Supply network:
Pins as bars on the die edge. Tap cells in grey.
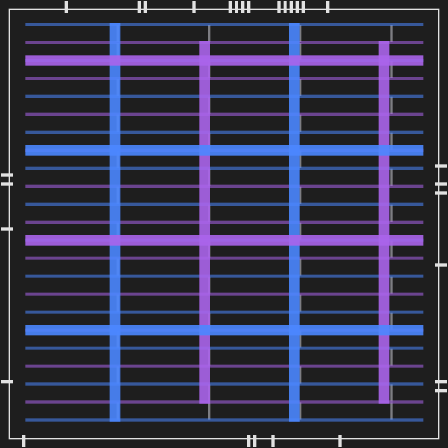
Cells coloured by class:
Scale bar: 20 um.
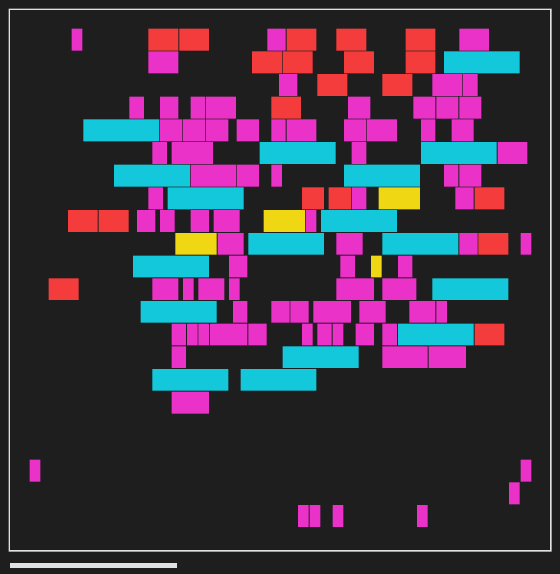
Logic cells by family:
Scale bar: 20 um.
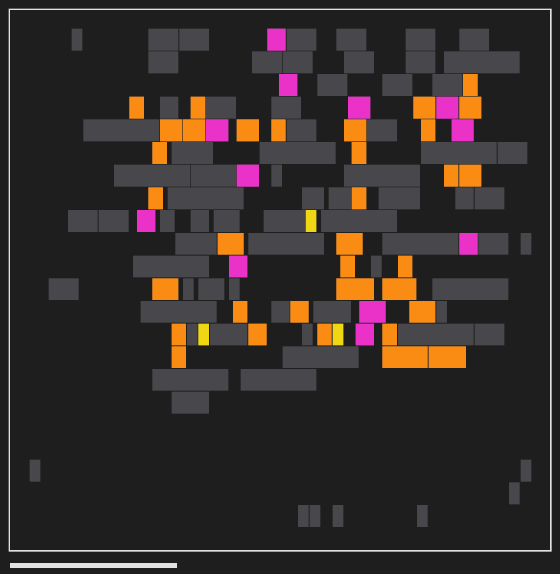
The clock network:
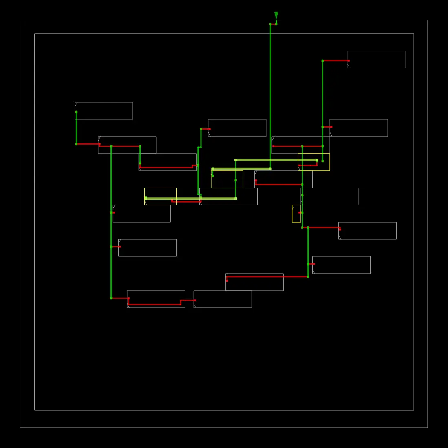
==> config.mk <==
export PLATFORM = sky130hd
export DESIGN_NAME = ccff_loader_flat
export DESIGN_NICKNAME = d
export VERILOG_FILES = /design/src/rtl/ccff_pkg.sv /design/src/rtl/ccff_loader_if.sv /design/src/rtl/ccff_piso.sv /design/src/rtl/ccff_loader.sv /design/src/flat_wrapper.sv
export SDC_FILE = /design/constraint.sdc
export NUM_CORES = 1
export LEC_CHECK = 0
export ABC_AREA = 0
export CAP_MARGIN = 20
export CORE_MARGIN = 2
export CORE_UTILIZATION = 30
export CTS_CLUSTER_DIAMETER = 200
export DETAILED_ROUTE_END_ITERATION = 8
export REMOVE_ABC_BUFFERS = 1
export SETUP_SLACK_MARGIN = 0.02
export SKIP_CTS_REPAIR_TIMING = 1
export SLEW_MARGIN = 15
export SYNTH_ARGS = -nofsm -noshare
export SYNTH_HDL_FRONTEND = slang
export SYNTH_SLANG_ARGS = --single-unit
==> constraint.sdc <==
create_clock -name prog_clk -period 2.8 [get_ports prog_clk]
set_input_delay 0.7 -clock prog_clk [delete_from_list [all_inputs] [get_ports prog_clk]]
set_output_delay 0.7 -clock prog_clk [all_outputs]
set_load 0.01 [all_outputs]
==> COMMIT_EDITMSG <==
Store results of the implementation flow

- Most common library cells after synthesis: dfrtp_1, a21oi_1, buf_4
- Across every metal layer, demand over resource in global routing totals 0.105.
- Required time worst endpoint: 2.10 ns
- Number of buffers added on ports: 18
- Gate power share: 0.498
- Per the GRT congestion report, total overflow comes to 0.
- The net count of the finished layout is 141.
* Total number of warnings across the stage logs: 27
- The routed design shows a via density per instance of 4.72.
- Final std cell area, no fill: roughly 1300 um2
- The number of global-route vias before repair was 774.
- Startpoint type of the worst setup path: flip-flop
- The first detailed-routing pass ran for 4 iterations.
- Summing internal, switching and leakage power gives 1340 uW.
- Hold-critical path depth: 1
- Crit path max-delay family: buffers and inverters
- Cell Count Post-Placement: 168
- Cell total in the yosys stat output: between 100 and 150
- Post-synthesis adder-cell area fraction: 0.0339
- Registers take 425 um2.
- The layout report lists the non-clock buffer share of cell area as 0.150.
- Entering global routing, the biggest net connects 21 pins.
- Highest clock frequency the design can meet: 398 MHz
* Status: finished, final reports clean
- Across all register-to-register paths, the minimum setup slack is 1.31 ns.
- Highest metal layer with signal wires: met3
- Final Worst Setup Slack: 0.290 ns
- First-pass GRT wire length: approximately 3.5 mm
* Main flop type: dfrtp_1
- Sequential cells consume a total of 487 uW.
- Looking at the area split, the leading class of cells is multi-input combinational cells.
* Number of H-tree levels: 1
* Summed instance area of the synthesized netlist: 1110 um2
- Power attributed to the clock group is 184 uW.
- For this run, global-route usage on met3 was measured as 0.0260.
* Area share of xor/xnor cells in the synthesized design: 0.00791
- Number of antenna diodes: 0
* Number of primary I/O pins: 29
- Non-clock buffers: 20
- Routed wire length: 2.00 mm
- According to the timing report, the arrival time at the worst endpoint equals 1.81 ns.
- Worst setup path class: reg -> out
- Number of hold-slack violations in the final timing report: 0
- The leakage component of the power was reported as 0.000581 uW.
- In this run, synthesis inferred 0 flip-flops with an integrated enable.
- Synth Seq Share: 0.384
- The portion of synthesized area spent on multiplexers is 0.0768.
- Summed over all nets, the switching power comes to 537 uW.
- Compound-cell area share of the yosys netlist: 0.221
* Setup WS pre-CTS: 0.566 ns
- The layout summary lists the proportion of cells stronger than drive strength 1 as 0.137.
- Switching part of the total: 0.402
- Clock Tree Buf Depth: 2
- TritonCTS built the clock tree.
- Final Max Slew Viols: 0
- Endpoint kind of the worst setup timing path: output pin
* Chip area estimate from yosys synthesis: 1110 um2
- Path class of the lowest-slack min-delay path: reg -> reg
- The timing report lists the critical path depth as 3 cells.
- Met2 WL post-DR: 980 um
- Yosys reported that registers with async set or reset make up 1.00.
* Max Fanout on Critical Path: 18
* Synth-to-layout area growth: 17.2%
* Area share of the largest cell type after synthesis: 0.384
- The longest incremental delay of any stage on the critical path is reported as slightly above 0.6 ns.
- met2 is the most crowded layer.
* Die Outline Area: 4190 um2
- After technology mapping, the gate count stands at 107.
- Dominant cells by area after synthesis: dfrtp_1, a21oi_1, mux2i_1, buf_4, a211oi_1
* P per Cell Area: 1030 nW/um2
- Warnings reported by Yosys during synthesis add up to 0.
- Checking max transition, the worst relative margin is 0.471.
* Post-Route Hold Slack: between 0.5 and 0.6 ns
- Post-synthesis area per instance: 10.3 um2
- WL/cell: roughly 12 um
* Met2 track demand over resource in global routing: 0.165
- Tally of filler cells in the layout: 384
- The synthesis stat section lists a flop and latch total of 17.
- For reference, the critical path cell chain is buf_4 > and2_1 > clkdlybuf4s50_1.
- Fraction of the cycle the final worst path needs: 0.897
- Leading cell type by number of instances after synthesis: dfrtp_1
About 'supply network':
legend:
  VDD:
    colour: purple
  VSS:
    colour: blue
rows: 22
signal pins: 29
met4 straps: 4
maximum resistive drop on vdd: 0.312 mV
chip height: 64.8 um
standard cell core area: 3610 um2
die width: 64.8 um

About 'cells coloured by class':
legend:
  clock drivers and dummy loads:
    colour: yellow
    cells: 4
    share_of_their_area: 3.6%
  flops:
    colour: cyan
    cells: 17
    share_of_their_area: 34%
  all other logic:
    colour: magenta
    cells: 83
    share_of_their_area: 46%
  other buffers and delay cells:
    colour: red
    cells: 20
    share_of_their_area: 16%
number of placement rows: 22
fin util: 0.360
flip-flop and latch share of the layout cell area: 0.328

About 'logic cells by family':
legend:
  inverting AOI/OAI gates:
    colour: orange
    cells: 34
    most_used: a21oi_1
  AND and OR gates:
    colour: magenta
    cells: 12
    most_used: and2b_1
  inverters:
    colour: yellow
    cells: 3
    most_used: inv_2
non-filler cells, final: 172
most numerous logic cell after layout: clkdlybuf4s50_1
fraction of area in multi-input gates: 0.432

About 'the clock network':
number of clock-tree buffers in the layout: 4
Seq cells: 17
clk ins delay skew pair: 0.25 ns
CTS Buf Count: 3
Num Clock Sinks: 17

Power and IR drop assume default switching activity.
